$ cat config.mk
export PLATFORM = sky130hd
export DESIGN_NAME = rr_burst_arbiter
export DESIGN_NICKNAME = d
export VERILOG_FILES = /design/src/rtl/rr_burst_arbiter.sv
export SDC_FILE = /design/constraint.sdc
export NUM_CORES = 1
export LEC_CHECK = 0
export CAP_MARGIN = 20
export CORE_UTILIZATION = 48
export CTS_CLUSTER_SIZE = 10
export DETAILED_ROUTE_END_ITERATION = 10
export PLACE_DENSITY = 0.82
export REMOVE_ABC_BUFFERS = 1
export SLEW_MARGIN = 20
export SYNTH_ARGS = -nofsm -noshare
export SYNTH_HDL_FRONTEND = slang
export SYNTH_SLANG_ARGS = --single-unit
$ cat constraint.sdc
create_clock -name clock -period 5.9 [get_ports clock]
set_input_delay 1.18 -clock clock [delete_from_list [all_inputs] [get_ports clock]]
set_output_delay 1.18 -clock clock [all_outputs]
set_load 0.03 [all_outputs]
$ cat src/rtl/rr_burst_arbiter.sv
// Round-robin burst-locking arbiter: eight requesters share one {id, offset} beat channel.
// Define RR_BURST_ARB_BACK2BACK_EN to grant the next burst in the last-beat cycle (zero bubble).
module rr_burst_arbiter #(
  parameter int N_REQ = 8,
  parameter int ID_W  = 3,
  parameter int OFF_W = 3,
  localparam int SRC_W = $clog2(N_REQ)
) (
  input  logic                     clock,
  input  logic                     reset,
  input  logic [N_REQ-1:0]         io_req_valid,
  output logic [N_REQ-1:0]         io_req_ready,
  input  logic [N_REQ*ID_W-1:0]    io_req_id,
  input  logic [N_REQ*OFF_W-1:0]   io_req_len,
  output logic                     io_out_valid,
  input  logic                     io_out_ready,
  output logic [ID_W-1:0]          io_out_bits_id,
  output logic [OFF_W-1:0]         io_out_bits_offset,
  output logic                     io_out_bits_last,
  output logic [SRC_W-1:0]         io_out_bits_src,
  output logic                     io_busy
);

  typedef enum logic [0:0] {
    IDLE  = 1'b0,
    BURST = 1'b1
  } state_t;

  state_t                          state_r;
  logic [SRC_W-1:0]                ptr_r;
  logic [SRC_W-1:0]                src_r;
  logic [ID_W-1:0]                 id_r;
  logic [OFF_W-1:0]                len_r;
  logic [OFF_W-1:0]                off_r;

  logic [N_REQ-1:0][ID_W-1:0]      ids_s;
  logic [N_REQ-1:0][OFF_W-1:0]     lens_s;
  logic [SRC_W-1:0]                winner_s;
  logic                            found_s;
  logic                            last_s;
  logic                            grant_en_s;
  logic                            accept_s;

  assign ids_s  = io_req_id;
  assign lens_s = io_req_len;

  // Round-robin search: first valid requester at or after ptr, wrapping modulo N_REQ.
  always_comb begin
    logic [SRC_W-1:0] cand;
    found_s  = 1'b0;
    winner_s = {SRC_W{1'b0}};
    for (int k = 0; k < N_REQ; k++) begin
      cand = ptr_r + SRC_W'(k);
      if (!found_s && io_req_valid[cand]) begin
        found_s  = 1'b1;
        winner_s = cand;
      end else begin
        found_s  = found_s;
      end
    end
  end

  assign last_s = (state_r == BURST) && (off_r == len_r);

  // Decide whether a new descriptor may be accepted this cycle.
  always_comb begin
    grant_en_s = 1'b0;
    if (!reset) begin
      grant_en_s = 1'b0;
    end else if (state_r == IDLE) begin
      grant_en_s = 1'b1;
    end else begin
`ifdef RR_BURST_ARB_BACK2BACK_EN
      grant_en_s = last_s & io_out_ready;
`else
      grant_en_s = 1'b0;
`endif
    end
  end

  assign accept_s     = found_s & grant_en_s;
  assign io_req_ready = accept_s ? ({{(N_REQ-1){1'b0}}, 1'b1} << winner_s) : {N_REQ{1'b0}};

  assign io_out_valid       = (state_r == BURST);
  assign io_busy            = (state_r == BURST);
  assign io_out_bits_id     = id_r;
  assign io_out_bits_offset = off_r;
  assign io_out_bits_src    = src_r;
  assign io_out_bits_last   = last_s;

  // Burst FSM: latch the winning descriptor, then step the offset on each accepted beat.
  always_ff @(posedge clock) begin
    if (!reset) begin
      state_r <= IDLE;
      ptr_r   <= {SRC_W{1'b0}};
      src_r   <= {SRC_W{1'b0}};
      id_r    <= {ID_W{1'b0}};
      len_r   <= {OFF_W{1'b0}};
      off_r   <= {OFF_W{1'b0}};
    end else if (accept_s) begin
      state_r <= BURST;
      src_r   <= winner_s;
      id_r    <= ids_s[winner_s];
      len_r   <= lens_s[winner_s];
      off_r   <= {OFF_W{1'b0}};
      ptr_r   <= winner_s + SRC_W'(1'b1);
    end else begin
      case (state_r)
        IDLE: begin
          state_r <= IDLE;
        end
        BURST: begin
          if (io_out_ready) begin
            if (last_s) begin
              state_r <= IDLE;
            end else begin
              off_r <= off_r + OFF_W'(1'b1);
            end
          end else begin
            state_r <= BURST;
          end
        end
        default: begin
          state_r <= IDLE;
        end
      endcase
    end
  end

endmodule

Fig. 1: run 1, close-up of the layout
Region (18, 3) to (58, 43) µm. Cells in gray, sequential cells in the stronger gray; small squares are vias.
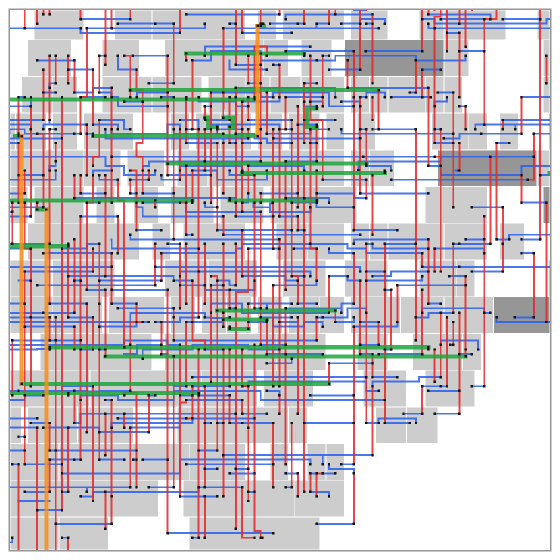
| color | layer |
|---|---|
| blue | M1 |
| red | M2 |
| green | M3 |
| orange | M4 |
netlist names of flops here include: `ptr_r` (3)
sequential cells in the window: 3
cells with their middle in the window: 118
most frequent: nor2_1 (9)

Fig. 2: run 1, clock distribution
Bar = 20 µm.
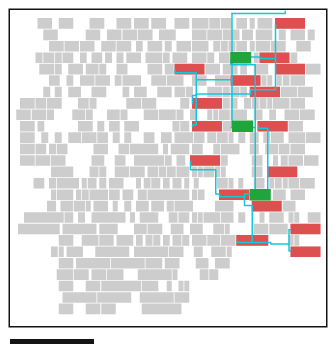
[cyan] clock wires | length: 235 µm
[green] clock-net drivers | count: 3
[red] flip-flops | count: 16
routed clock nets: 4
clock share of power: 4.6%
Worst Clk Skew: 0.00154 ns
total clock network power: 0.0000838 W
Late-Pin Clk Latency: 0.25 ns

Fig. 3: run 1, met3 routing
Bar = 20 µm.
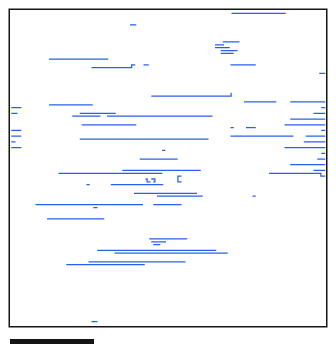
longest straight run: 30.4 µm
share of all routed wire: 7.4%
sum of routed wire length over all layers: 7.27 mm
total via count after detailed routing: 2734
global-route met3 utilization: 4.15%

## run 1: final timing paths
check	start	endpoint	slack (ns)
max	io_req_valid[0]	io_req_ready[5]	0.36
min	io_out_bits_src[0]	io_out_bits_src[0]	0.45
max reg2reg	ptr_r[0]	len_r[0]	1.80
min reg2reg	io_out_bits_src[0]	io_out_bits_src[0]	0.45
## run 1: state kept, by name (all words and copies together) (netlist names)
signal	flops
io_out_bits_id	3
io_out_bits_offset	3
io_out_bits_src	3
len_r	3
ptr_r	3
io_busy	1
## run 1: through the flow
stage / utilization (%) / hold WS, ns
after CTS: 65.6 / 0.456
after global routing: 65.6 / 0.470
after floorplan: - / 0.524
final: 65.6 / 0.455
after detailed placement: 64.8 / 0.447
after global placement: 64.8 / 0.441
==> run notes, run 1 <==
On the backend side, the flow ran end to end.

The clock passes through at most 2 buffers. The depth of the CTS H-tree stands at 1. The critical-path maximum fanout stands at 20.

The final report lists the setup-violating endpoint count as 0. The number of antenna violations at the first check in global routing stands at 0. The count of final max-slew check failures stands at 0.

The largest net degree at the start of global routing stands at 53. STA puts the critical path data required time at 4.72 ns. The delay of the slowest cell on the worst path stands at 0.63 ns. The cell count after placement stands at 434. For reference, the placement row count at floorplan is 26. Multiplexer cells account for 29.1% of the synthesized area. TritonCTS built the clock tree.

The share of total power dissipated in sequential elements is 9.6%. The finished design was reported to have a net count of 432. The DRC violation total left in the routed layout is recorded as 0. According to the CTS report, the clock sink count is 16. Detailed placement finished with a half-perimeter wire length of 5.53 mm. The count of max-cap constraint violations stands at 0. By area the synthesized netlist is led by sky130_fd_sc_hd__dfxtp_1 (12%), sky130_fd_sc_hd__mux4_2 (8.7%), sky130_fd_sc_hd__mux2i_1 (8.5%). The largest share of the power goes to combinational logic. Per the detail_route log, the uppermost layer with routed signals is met4.

The total length of routed met2 wires stands at 3.51 mm. The layout has 86 buffers outside the clock class. Per the STA report, the cell with the highest stage delay on the worst path is sky130_fd_sc_hd__clkdlybuf4s50_1.

The OpenROAD warning count stands at 26. Power attributed to combinational cells is 0.00155 W. In the final layout, non-clock buffers account for 24.3% of the cell area. According to the report, the first pass of detailed routing completed in 5 iterations. The total of clock buffers placed in the layout stands at 3. The multi-input gate count stands at 255. The run finished with clean final reports. The flip-flop and latch area stands at 322 µm². The detailed-route wire length on metal 1 stands at 3.08 mm. The fill cell instance count of the final layout stands at 457.

The depth of the worst register-to-register path stands at 12. The tap cell count stands at 70. The flip-flop and latch power stands at 0.000174 W. Counting flops with a built-in enable in the synthesized netlist gives 0.

The synthesis run shows the most used standard cells to be sky130_fd_sc_hd__nor3_1 (28), sky130_fd_sc_hd__mux2i_1 (22), sky130_fd_sc_hd__nor2_1 (20). After synthesis, the share of flip-flops with an asynchronous set or reset is 0%. The hold-fix buffer count after cts stands at 0. Among the stages of the critical path, the cell type that occurs most often is sky130_fd_sc_hd__buf_4. The least setup slack across all paths after layout stands at 0.356 ns. The area of the mapped netlist stands at 2580 µm². The cell sitting at the root of the clock tree is a sky130_fd_sc_hd__clkbuf_8. Looking at the cell usage after synthesis, the top flip-flop cell is sky130_fd_sc_hd__dfxtp_1. The post-layout period usage of the worst path stands at 94.0%.
==> inputs of run 2 (changes only) <==
Settings changed: GPL_TIMING_DRIVEN set to 1.
Fig. 4: run 2, wiring by layer
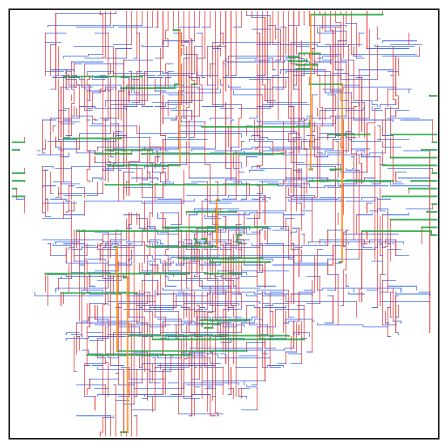
| color | layer | wire length |
|---|---|---|
| blue | M1 | 3080 µm |
| green | M3 | 535 µm |
| orange | M4 | 136 µm |
| red | M2 | 3510 µm |
wire length per cell after detailed routing: 16.6 µm
Total Routing Usage GR: 25.2%

==> run notes, run 2 <==
On the backend side, the flow ran end to end.

The detailed-route vias per instance stands at 6.26. The final timing summary puts the cycle share of the worst path at 94.0%. The XOR/XNOR share of the synthesized area stands at 4.13%. The worst supply voltage drop on vdd stands at 0.372 mV. The count of final max-slew check failures stands at 0. The final hold violation count recorded for this run is 0. Static timing analysis puts the maximum clock frequency at 0.180 GHz.

In this run the critical register-to-register path is launched from ptr_r[0]. The fill cell instance count of the final layout stands at 457. Among all stages on the critical path, the largest delay is contributed by sky130_fd_sc_hd__clkdlybuf4s50_1.

The yosys synthesis warning count stands at 0. The detailed-route wire length on metal 1 stands at 3.08 mm. Sorting the synthesized cells by area gives the leading types as sky130_fd_sc_hd__dfxtp_1 (12%), sky130_fd_sc_hd__mux4_2 (8.7%), sky130_fd_sc_hd__mux2i_1 (8.5%). Data on the critical path arrives at its endpoint at 4.36 ns. The number of antenna violations at the first check in global routing stands at 0. The post-synthesis mux area share stands at 29.1%.

The cell area after placement stands at 3330 µm². Per the placement report, the placed cell count is 434. Per report_power, the Combinational row totals 0.00155 W. The y dimension of the die stands at 75.3 µm.

The group that draws the most power in this run is combinational logic. The number of register bits inferred by synthesis stands at 16. In the synthesized netlist, the cells that appear most often are sky130_fd_sc_hd__nor3_1 (28), sky130_fd_sc_hd__mux2i_1 (22), sky130_fd_sc_hd__nor2_1 (20). The depth of the CTS H-tree stands at 1. Hold timing on the final database bottoms out at a slack of 0.455 ns. The ratio of cells with drive above 1 in the final layout stands at 15.8%. The data required time at the worst endpoint stands at 4.72 ns. The die area stands at 5670 µm². Counting stages on the worst path, the most repeated cell is sky130_fd_sc_hd__buf_4. The count of different cell masters after synthesis stands at 56. In this run the maximum-capacitance check reported violations numbering 0.

The number of global-route vias before repair was 2312. The utilization of the core after routing stands at 65.6%. Looking at the gate-level netlist, the highest instance count belongs to sky130_fd_sc_hd__nor3_1.

The layer flagged by global routing as most heavily used is met2. The worst register-to-register path has a setup slack of 1.80 ns. The number of port buffers stands at 78. Note that the worst hold path type here is flop to flop.

The number of cell rows stands at 26. The power consumed by the clock network stands at 0.0000838 W. In this run the most critical hold path is launched from io_out_bits_src[0].

The top cell type in the final layout, fill and taps aside, is sky130_fd_sc_hd__clkdlybuf4s50_1. The post-synthesis to final-layout area growth stands at 30.9%. Total power for the finished layout comes to 0.00180 W. The number of buffers added for setup after CTS stands at 0.

The launch point of the critical path was reported as io_req_valid[0]. The total length of routed met2 wires stands at 3.51 mm. Combinational cells account for 85.7% of the total power.

Detailed routing placed a total of 534 µm of wire on met3. The adder-cell share of the synthesized area stands at 1.94%. The longest clock path from root to sink contains 2 buffers. The final timing report lists clock skew as 0.00154 ns. CTS placed an instance of sky130_fd_sc_hd__clkbuf_8 at the clock tree root. The clock reaches the later pin of the worst-skew pair after 0.25 ns. Setup repair after global routing left no endpoint under its margin.

Walking the worst path, the cells encountered are clkdlybuf4s50_1 -> mux2i_1 -> a22o_1 -> o31ai_2 -> a21oi_1 -> a2111oi_0 -> a31oi_1 -> a21o_1 -> buf_4 -> nor3_1 -> buf_4. Looking at the cell usage after synthesis, the top flip-flop cell is sky130_fd_sc_hd__dfxtp_1. The via total after detailed routing stands at 2734. In this run the tools logged warnings totalling 26.

The flow reports that the clock network draws 4.6% of the design power. The number of enable flip-flop cells stands at 0. The overall overflow remaining after global route stands at 0.

Global routing consumed, on the met3 layer, 4.15% of the routing resources. The power report attributes to the sequential group a share of 9.6%. The count of final setup violators stands at 0. Per STA, the highest per-stage delay on the worst path measures 0.63 ns.

The overall routed net length stands at 7.27 mm. The flip-flop and latch power stands at 0.000174 W. The final HPWL from detailed placement stands at 5.53 mm. The total iterations of the first detailed-routing run stands at 5. The area reported by Yosys stat stands at 2580 µm².

TritonCTS built the clock tree. The power report puts the leakage power at 1.22 nW. The finished design was reported to have a net count of 432.

Net switching is 53.7% of the power. Entering global routing, the biggest net connects 53 pins. Routed signal wires occupy layers up through met4.

The remaining design rule violation count stands at 0. Of all flip-flops after synthesis, the portion carrying an async set or reset was 0%. Once layout is complete, the cells apart from fillers number 437. Synthesis handed over a netlist of 302 instances.

The count of nets left with antenna violations once routing finished came out at 0. The clock net in this run drives a total of 16 sinks. In this run the worst path has a maximum fanout of 20. The number of diodes stands at 0.

Hold repair after CTS inserted 0 buffers. Across all setup checks in the final design, the least slack found is 0.356 ns. The flow ran to the end, and the final reports show no timing, DRC or antenna violations. The cell area that synthesis handed to floorplanning was 2580 µm².
Fig. 5: run 2, close-up of the layout
Region (18, 3) to (58, 43) µm. Cells in gray, sequential cells in the stronger gray; small squares are vias.
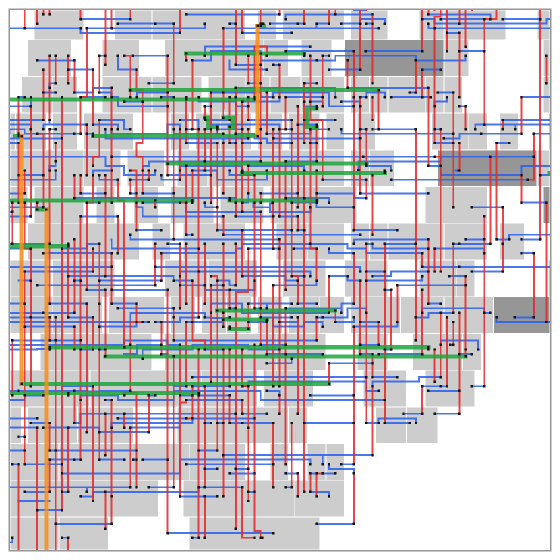
| color | layer |
|---|---|
| red | M2 |
| blue | M1 |
| green | M3 |
| orange | M4 |
cells with their middle in the window: 118
most frequent: nor2_1 (9)
sequential cells in the window: 3
netlist names of flops here include: `ptr_r` (3)

-- run 2: cell counts in the layout (fill, tap and decap cells not counted) --
Identical to the previous run, type by type.
-- run 2: cell type report --
| type | count | area [µm²] | share of cell area (%) |
|---|---|---|---|
| Clock buffer | 3 | 41.3 | 1.22 |
| Inverter | 7 | 26.3 | 0.779 |
| Multi-Input combinational cell | 255 | 2080 | 61.5 |
| Sequential cell | 16 | 322 | 9.53 |
| Tap cell | 70 | 87.6 | 2.60 |
| Timing Repair Buffer | 86 | 821 | 24.3 |
-- run 2: path summary, 6_finish.rpt --
kind / cells past startpoint / endpoint
max: 11 / io_req_ready[5]
min: 2 / io_out_bits_src[0]
max reg2reg: 12 / len_r[0]
min reg2reg: 2 / io_out_bits_src[0]
==> inputs of run 3 (changes only) <==
Settings changed: CAP_MARGIN 20 to 15, CTS_CLUSTER_DIAMETER set to 30.
Fig. 6: run 3, met3 routing
Bar = 20 µm.
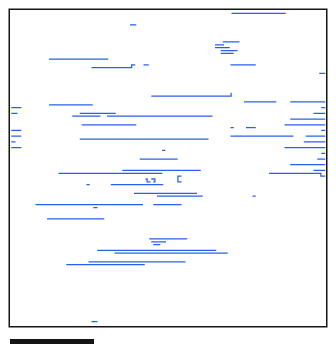
nets with wire on the layer: 59
longest straight run: 30.4 µm

==> run notes, run 3 <==
On the backend side, the flow ran end to end.

The total length of routed met2 wires stands at 3.51 mm. Entering global routing, the biggest net connects 53 pins. OpenROAD emitted warnings numbering 26. The final timing report counts setup violations totalling 0.

The number of global-route vias before repair stands at 2312. In the post-synthesis netlist, the cell with the most instances is sky130_fd_sc_hd__nor3_1. The synthesized netlist devotes 1.94% of its cell area to adder and majority cells. Cells fill 65.6% of the core in the end.

Of the total power, registers draw 9.6%. The post-synthesis to final-layout area growth stands at 30.9%. The ratio of cells with drive above 1 in the final layout stands at 15.8%. After legalization and detailed placement, the total HPWL measured 5.53 mm.

The area of the mapped netlist stands at 2580 µm². The y dimension of the die stands at 75.3 µm. The detailed-route wire length on metal 1 stands at 3.08 mm. The gate-level netlist out of Yosys references 56 unique cell types. In the synthesized netlist the async set-or-reset flop fraction comes to 0%. Counting tap cells, the placed design contains a total of 434 instances. In this run switching power makes up 53.7% of total power. Clock latency on the worst-skew pair, taken at its later pin, is 0.25 ns.

By instance count, the cell type seen most on the critical path is sky130_fd_sc_hd__buf_4. In this run the post-CTS setup repair buffer count came out at 0. The routing usage on met3 stands at 4.15%. The total routing resource utilization after global routing stands at 25.2%.

The via total after detailed routing stands at 2734. In this run the critical register-to-register path is captured at len_r[0]. The number of antenna violations at the first check in global routing stands at 0.

The combinational-cell power consumption stands at 0.00155 W. The cell-mix breakdown from Yosys lists the XOR/XNOR area share as 4.13%. Max-cap violations in this run came to 0. The power report puts the leakage power at 1.22 nW.

Post-synth the commonest register cell is sky130_fd_sc_hd__dfxtp_1. The worst register-to-register path begins at ptr_r[0]. The cell area after placement stands at 3330 µm².

Endpoints failing hold in the final report were tallied at 0. The signal on the critical path passes through clkdlybuf4s50_1 -> mux2i_1 -> a22o_1 -> o31ai_2 -> a21oi_1 -> a2111oi_0 -> a31oi_1 -> a21o_1 -> buf_4 -> nor3_1 -> buf_4. The total chip power stands at 0.00180 W.

Buffers inserted to repair hold after CTS numbered 0. Setup repair after global routing left no endpoint under its margin. Looking at the clock tree report, the H-tree level count equals 1. Per the CTS log, the root buffer master is sky130_fd_sc_hd__clkbuf_8. The setup slack of the most critical reg-to-reg path stands at 1.80 ns. The final clock skew stands at 0.00154 ns.

The synthesis report lists the most area-consuming cells as sky130_fd_sc_hd__dfxtp_1 (12%), sky130_fd_sc_hd__mux4_2 (8.7%), sky130_fd_sc_hd__mux2i_1 (8.5%). For the sequential group, total power comes out at 0.000174 W. Before antenna repair, the detailed router went through 5 iterations. Yosys printed 0 warnings.

Using the TritonRoute via totals, the vias-per-cell ratio works out to 6.26. The number of port buffers stands at 78. TritonRoute output was used to compute an average wire per cell of 16.6 µm. The OpenROAD report gives the critical path a data arrival time of 4.36 ns. The fill cell instance count of the final layout stands at 457. The combinational share of power stands at 85.7%. The number of nets in the layout stands at 432. The die area stands at 5670 µm².

Per the timing report, the biggest fanout along the worst path comes to 20. The overall overflow remaining after global route stands at 0. The run finished with clean final reports.

In this run, the clock network consumes 4.6% of the power. The instance tally after logic synthesis stands at 302. For reference, the top cells by count after synthesis are sky130_fd_sc_hd__nor3_1 (28), sky130_fd_sc_hd__mux2i_1 (22), sky130_fd_sc_hd__nor2_1 (20).

Ranked by power, first place goes to combinational logic. In the post-route analysis, the smallest setup slack over all paths is 0.356 ns. The post-route antenna net violation count stands at 0. The upper clock frequency limit stands at 0.180 GHz. In the post-route report, total wirelength is listed as 7.27 mm. TritonCTS built the clock tree. STA shows the worst reg2reg path with a cell count of 12.

The tightest min-delay check is of the flop to flop type. IR analysis of the VDD net gives a maximum drop of 0.372 mV. The number of diodes stands at 0.

The critical path's slowest stage uses the library cell sky130_fd_sc_hd__clkdlybuf4s50_1. The routed wire length on met3 stands at 534 µm. Hold is met by 0.455 ns.

Yosys mapped a number of flops with a built-in enable equal to 0.
Fig. 7: run 3, clock distribution
Bar = 20 µm.
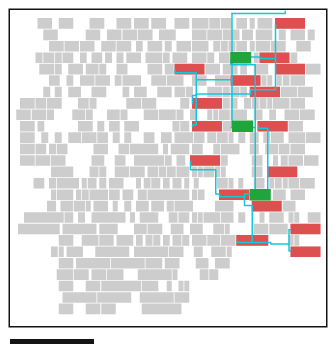
[green] clock-net drivers | count: 3
[red] flip-flops | count: 16
[cyan] clock wires | length: 235 µm
routed clock nets: 4

[run 3: cell counts after synthesis]
No cell type changed its count.
[run 3: layout make-up]
type                       count  area (µm²)  share of cell area, %
multi-input combinational    255        2080                   61.5
timing repair buffer          86         821                   24.3
sequential                    16         322                   9.53
tap                           70        87.6                   2.60
clock buffer                   3        41.3                   1.22
inverter                       7        26.3                  0.779
[run 3: worst max-delay path by stage]
stage	from	end	slack, ns	cells past startpoint
6_report	io_req_valid[0]	io_req_ready[5]	0.36	11
3_3_place_gp	io_req_valid[0]	io_req_ready[7]	0.52	12
5_1_grt	io_req_valid[2]	io_req_ready[5]	0.05	11
4_1_cts	io_req_valid[0]	io_req_ready[5]	0.44	11
2_1_floorplan	ptr_r[0]	io_req_ready[1]	-0.78	10
3_5_place_dp	io_req_valid[0]	io_req_ready[7]	0.44	12
Power and IR drop assume default switching activity.
